`src/rtl/had_pkg.sv`:
```
// rtl/had_pkg.sv - shared constants and state type for the 4-point Hadamard path
package had_pkg;

  localparam int HAD_DW    = 4;
  localparam int HAD_CW    = HAD_DW + 3;
  localparam int HAD_N     = 4;
  localparam int HAD_LOG2N = 2;

  typedef enum logic [1:0] {
    COLLECT,
    BFLY1,
    BFLY2,
    EMIT
  } had_state_e;

endpackage

```
`src/rtl/had_bfly2.sv`:
```
// rtl/had_bfly2.sv - combinational radix-2 butterfly, output one bit wider than input
module had_bfly2 #(
  parameter int W = 7
) (
  input  logic signed [W-1:0] a,
  input  logic signed [W-1:0] b,
  output logic signed [W:0]   sum,
  output logic signed [W:0]   diff
);

  // Sign-extend before the add so the carry lands in the extra bit.
  logic signed [W:0] a_ext;
  logic signed [W:0] b_ext;

  assign a_ext = {a[W-1], a};
  assign b_ext = {b[W-1], b};
  assign sum   = a_ext + b_ext;
  assign diff  = a_ext - b_ext;

endmodule

```
`src/rtl/had_inverse_sink.sv`:
```
// rtl/had_inverse_sink.sv - collects four Hadamard coefficients, inverts, emits four clamped samples
module had_inverse_sink
  import had_pkg::*;
#(
  parameter int DW = HAD_DW,
  parameter int CW = DW + 3
) (
  input  logic                 clk,
  input  logic                 rst,
  input  logic signed [CW-1:0] coef_in,
  input  logic                 coef_valid,
  output logic                 coef_ready,
  output logic [DW-1:0]        dout,
  output logic                 dout_valid,
  input  logic                 dout_ready,
  output logic                 err
);

  localparam logic signed [CW+1:0] MAXV = (CW+2)'((1 << DW) - 1);

  had_state_e state, state_next;
  logic [1:0] cnt;

  logic signed [CW-1:0] x_reg   [HAD_N];
  logic signed [CW:0]   a_reg   [HAD_N];
  logic signed [CW:0]   a_next  [HAD_N];
  logic signed [CW+1:0] s_val   [HAD_N];
  logic signed [CW+1:0] q_val   [HAD_N];
  logic [DW-1:0]        c_val   [HAD_N];
  logic [HAD_N-1:0]     c_err;
  logic [DW-1:0]        out_buf [HAD_N];
  logic [HAD_N-1:0]     out_err;

  logic coef_fire;
  logic dout_fire;

  had_bfly2 #(.W(CW)) u_b1_lo (.a(x_reg[0]), .b(x_reg[1]), .sum(a_next[0]), .diff(a_next[1]));
  had_bfly2 #(.W(CW)) u_b1_hi (.a(x_reg[2]), .b(x_reg[3]), .sum(a_next[2]), .diff(a_next[3]));

  // Second stage pairs the sums with each other and the differences with each other.
  had_bfly2 #(.W(CW+1)) u_b2_ev (.a(a_reg[0]), .b(a_reg[2]), .sum(s_val[0]), .diff(s_val[2]));
  had_bfly2 #(.W(CW+1)) u_b2_od (.a(a_reg[1]), .b(a_reg[3]), .sum(s_val[1]), .diff(s_val[3]));

  always_comb begin
    for (int i = 0; i < HAD_N; i++) begin
      q_val[i] = s_val[i] >>> HAD_LOG2N;
      c_val[i] = q_val[i][DW-1:0];
      c_err[i] = (s_val[i][HAD_LOG2N-1:0] != '0);
      if (q_val[i][CW+1]) begin
        c_val[i] = '0;
        c_err[i] = 1'b1;
      end else if (q_val[i] > MAXV) begin
        c_val[i] = '1;
        c_err[i] = 1'b1;
      end
    end
  end

  always_comb begin
    state_next = state;
    coef_ready = 1'b0;
    dout_valid = 1'b0;
    dout       = '0;
    err        = 1'b0;
    case (state)
      COLLECT: begin
        coef_ready = 1'b1;
        if (coef_valid && cnt == 2'd3) state_next = BFLY1;
      end
      BFLY1: state_next = BFLY2;
      BFLY2: state_next = EMIT;
      EMIT: begin
        dout_valid = 1'b1;
        dout       = out_buf[cnt];
        err        = out_err[cnt];
        if (dout_ready && cnt == 2'd3) state_next = COLLECT;
      end
      default: state_next = COLLECT;
    endcase
  end

  assign coef_fire = coef_valid && coef_ready;
  assign dout_fire = dout_valid && dout_ready;

  always_ff @(posedge clk) begin
    if (rst) state <= COLLECT;
    else     state <= state_next;
  end

  always_ff @(posedge clk) begin
    if (rst) begin
      cnt     <= 2'd0;
      out_err <= '0;
      for (int i = 0; i < HAD_N; i++) begin
        x_reg[i]   <= '0;
        a_reg[i]   <= '0;
        out_buf[i] <= '0;
      end
    end else begin
      if (coef_fire) begin
        x_reg[cnt] <= coef_in;
        cnt        <= cnt + 2'd1;
      end
      if (state == BFLY1) begin
        for (int i = 0; i < HAD_N; i++) a_reg[i] <= a_next[i];
      end
      if (state == BFLY2) begin
        for (int i = 0; i < HAD_N; i++) out_buf[i] <= c_val[i];
        out_err <= c_err;
      end
      if (dout_fire) cnt <= cnt + 2'd1;
    end
  end

endmodule

```
`config.mk`:
```
export PLATFORM = sky130hd
export DESIGN_NAME = had_inverse_sink
export DESIGN_NICKNAME = d
export VERILOG_FILES = /design/src/rtl/had_pkg.sv /design/src/rtl/had_bfly2.sv /design/src/rtl/had_inverse_sink.sv
export SDC_FILE = /design/constraint.sdc
export NUM_CORES = 1
export LEC_CHECK = 0
export ABC_CLOCK_PERIOD_IN_PS = 2600
export CAP_MARGIN = 20
export CORE_MARGIN = 8
export CORE_UTILIZATION = 55
export CTS_BUF_LIST = sky130_fd_sc_hd__clkbuf_8
export CTS_CLUSTER_SIZE = 24
export DETAILED_ROUTE_END_ITERATION = 8
export PLACE_DENSITY_LB_ADDON = 0.12
export SYNTH_ARGS = -nofsm -noshare
export SYNTH_HDL_FRONTEND = slang
export SYNTH_HIERARCHICAL = 1
export SYNTH_SLANG_ARGS = --single-unit
```
`constraint.sdc`:
```
create_clock -name clk -period 2.6 [get_ports clk]
set_input_delay 0.52 -clock clk [delete_from_list [all_inputs] [get_ports clk]]
set_output_delay 0.52 -clock clk [all_outputs]
set_load 0.01 [all_outputs]
```
The metal 4 layer:
The bar under the picture is 20 um long.
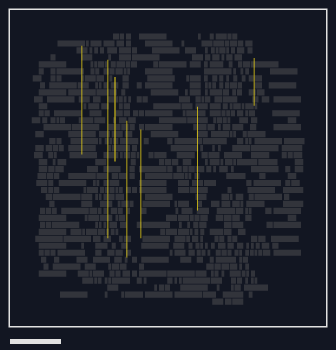
The wires run mostly vertical. The longest straight run is 69.4 um.
Routed Wire Length: 12,220 um
number of vias after detailed routing: 4,230

Met2 routing:
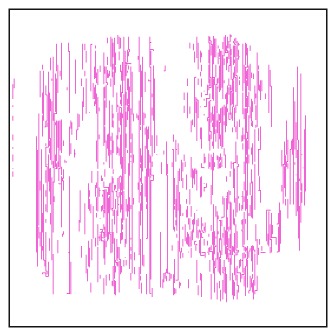
555 nets have wire on it. The wires run mostly vertical. The longest straight run is 54.4 um. The layer holds 51% of the routed length.
met2 Track Usage GR: 0.3011

M3 wires:
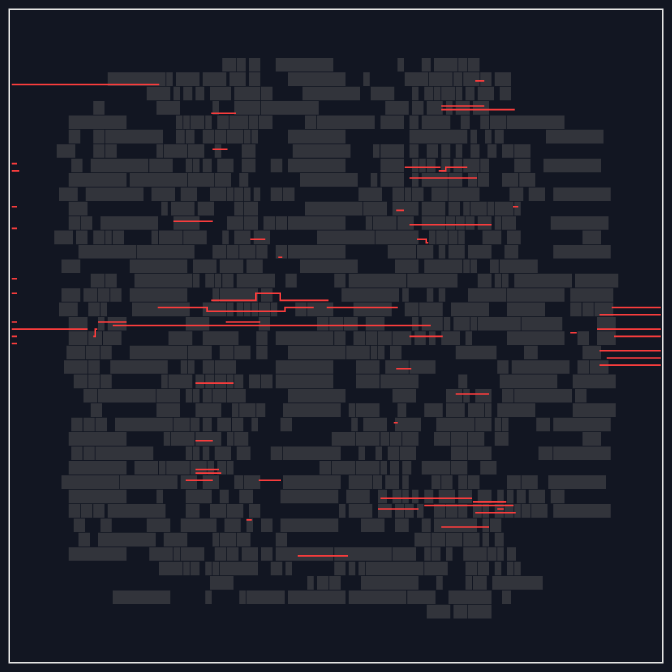
47 nets have wire on it. The layer holds 3.8% of the routed length. The wires run mostly horizontal. The layer carries 463 um of wire.
Global Route met3 Usage: 0.02740

Signal wires on met1:
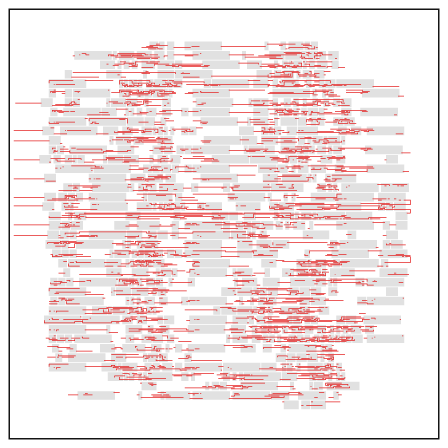
The layer holds 42% of the routed length. 645 nets have wire on it. The longest straight run is 47.4 um. The wires run mostly horizontal.
grt met1 use: 0.1938

-- how the worst min path moves through the flow --
stage | to | depth (start not counted) | slack, ps
CTS | out_err[1] | 2 | 490
finish | out_err[0] | 2 | 500
detailed placement | out_err[1] | 2 | 480
global placement | out_err[1] | 2 | 470
global route | out_err[1] | 2 | 500
floorplan | out_err[1] | 2 | 450
-- tightest hold or removal path, cell delays in order, from the launching register on --
cell and delay (ps):
sky130_fd_sc_hd__dfxtp_1 320, sky130_fd_sc_hd__nor2_1 80, sky130_fd_sc_hd__a211oi_1 50
-- cell usage in the layout (no fill, tap or decap), drive strengths merged, types with 3 or more instances in the layout --
cell / netlist / routed
edfxtp: 76 / 76
inv: 71 / 72
ha: 66 / 66
and2: 65 / 65
nor2: 48 / 48
a21oi: 36 / 36
o21ai: 26 / 26
xnor2: 24 / 24
clkdlybuf4s50: 0 / 17
nor3: 15 / 15
nand2b: 14 / 14
clkbuf: 5 / 12
buf: 19 / 12
o21bai: 12 / 12
o21a: 10 / 10
dfxtp: 10 / 10
a221oi: 10 / 10
xor2: 9 / 9
nor2b: 9 / 9
o31a: 8 / 8
fa: 8 / 8
a211oi: 6 / 6
or2: 6 / 6
mux4: 5 / 5
nand2: 5 / 5
or4b: 4 / 4
a21o: 4 / 4
a31oi: 4 / 4
nor4: 4 / 4
mux2i: 3 / 3
-- Yosys cell counts (5+ instances only) --
| cell type | n | area share |
|---|---|---|
| sky130_fd_sc_hd__a211oi_1 | 6 | 0.0071 |
| sky130_fd_sc_hd__a21oi_1 | 32 | 0.025 |
| sky130_fd_sc_hd__a221oi_1 | 6 | 0.0083 |
| sky130_fd_sc_hd__and2_1 | 65 | 0.064 |
| sky130_fd_sc_hd__buf_2 | 6 | 0.0047 |
| sky130_fd_sc_hd__buf_4 | 7 | 0.0083 |
| sky130_fd_sc_hd__buf_6 | 6 | 0.011 |
| sky130_fd_sc_hd__clkbuf_1 | 5 | 0.0030 |
| sky130_fd_sc_hd__dfxtp_1 | 10 | 0.032 |
| sky130_fd_sc_hd__edfxtp_1 | 76 | 0.36 |
| sky130_fd_sc_hd__fa_1 | 8 | 0.025 |
| sky130_fd_sc_hd__ha_1 | 66 | 0.13 |
| sky130_fd_sc_hd__inv_1 | 69 | 0.041 |
| sky130_fd_sc_hd__mux4_2 | 5 | 0.018 |
| sky130_fd_sc_hd__nand2_1 | 5 | 0.0030 |
| sky130_fd_sc_hd__nand2b_1 | 14 | 0.014 |
| sky130_fd_sc_hd__nor2_1 | 46 | 0.027 |
| sky130_fd_sc_hd__nor2b_1 | 9 | 0.0089 |
| sky130_fd_sc_hd__nor3_1 | 13 | 0.010 |
| sky130_fd_sc_hd__o21a_1 | 10 | 0.012 |
| sky130_fd_sc_hd__o21ai_0 | 24 | 0.019 |
| sky130_fd_sc_hd__o21bai_1 | 10 | 0.012 |
| sky130_fd_sc_hd__o31a_1 | 8 | 0.011 |
| sky130_fd_sc_hd__or2_1 | 6 | 0.0059 |
| sky130_fd_sc_hd__xnor2_1 | 24 | 0.033 |
| sky130_fd_sc_hd__xor2_1 | 9 | 0.012 |
==> results.cfg <==
; physical design summary
[setup_path]
critical-path-slowest-cell = sky130_fd_sc_hd__edfxtp_1
crit_path_end_kind = flip-flop
worst_path_largest_cell_delay_ps = 390
regToRegEndpoint = out_buf[0][1]
setup.reg_to_reg.worst_slack_ps = 90
worst-path-buf-inv = 0
critical-path-top-delay-family = simple AND/OR/NAND/NOR gates
crit_fanout = 5

[pwr]
power.static_leakage_nw = 2.806
dominant_power_group = registers
cell_internal_pwr_w = 0.002475
totalPowerFinal_w = 0.003528
power_per_cell_area_mw_per_mm2 = 514.9
p_clk_w = 0.000995
power_frac_seq = 0.468

[placed_design]
dpl-instance-area_mm2 = 0.006585
place_inst = 756

[layout]
register_area_mm2 = 0.002485
seqAreaFraction = 0.3626
largest_register_ffs = 32
flow.area_growth_from_synthesis_pct = 8.391
area_share_nonclk_buffers = 0.03798

[worst_hold_path]
hold_path_startpoint = out_err[0]

[routing]
initialDrtViolationCount = 258

[clock_network]
post_cts_buffers = 0
cts.htree.levels = 3
cts_buffer_depth = 2
tritoncts = done
ctsRootBufferMaster = sky130_fd_sc_hd__clkbuf_8
clock-sinks = 86
worst_skew_pair.late_latency_ps = 360

[floorplanning]
chipHeight_um = 123.2
tapcell_count = 143
top_level_ports = 18
design.core.area_mm2 = 0.01132

[synthesis]
synthFlopType = sky130_fd_sc_hd__edfxtp_1
syn_inst = 609
compound_gate_portion_of_the_synthesized_area = 0.1522
synth_area_mm2 = 0.006322
mappedNetlistNets = 694
netlist-cell-type-count = 55

[sta]
finalMaxSlewViolations = 0
finalClockPeriodUsage = 0.9654
setup-tns-final_ps = 0
clock-skew-final_ps = 9.268
hold_violations = 0
setup_ws_ps = 89.98

[outcome]
run_status = finished, final reports clean

[global_route]
grt_max_degree = 33
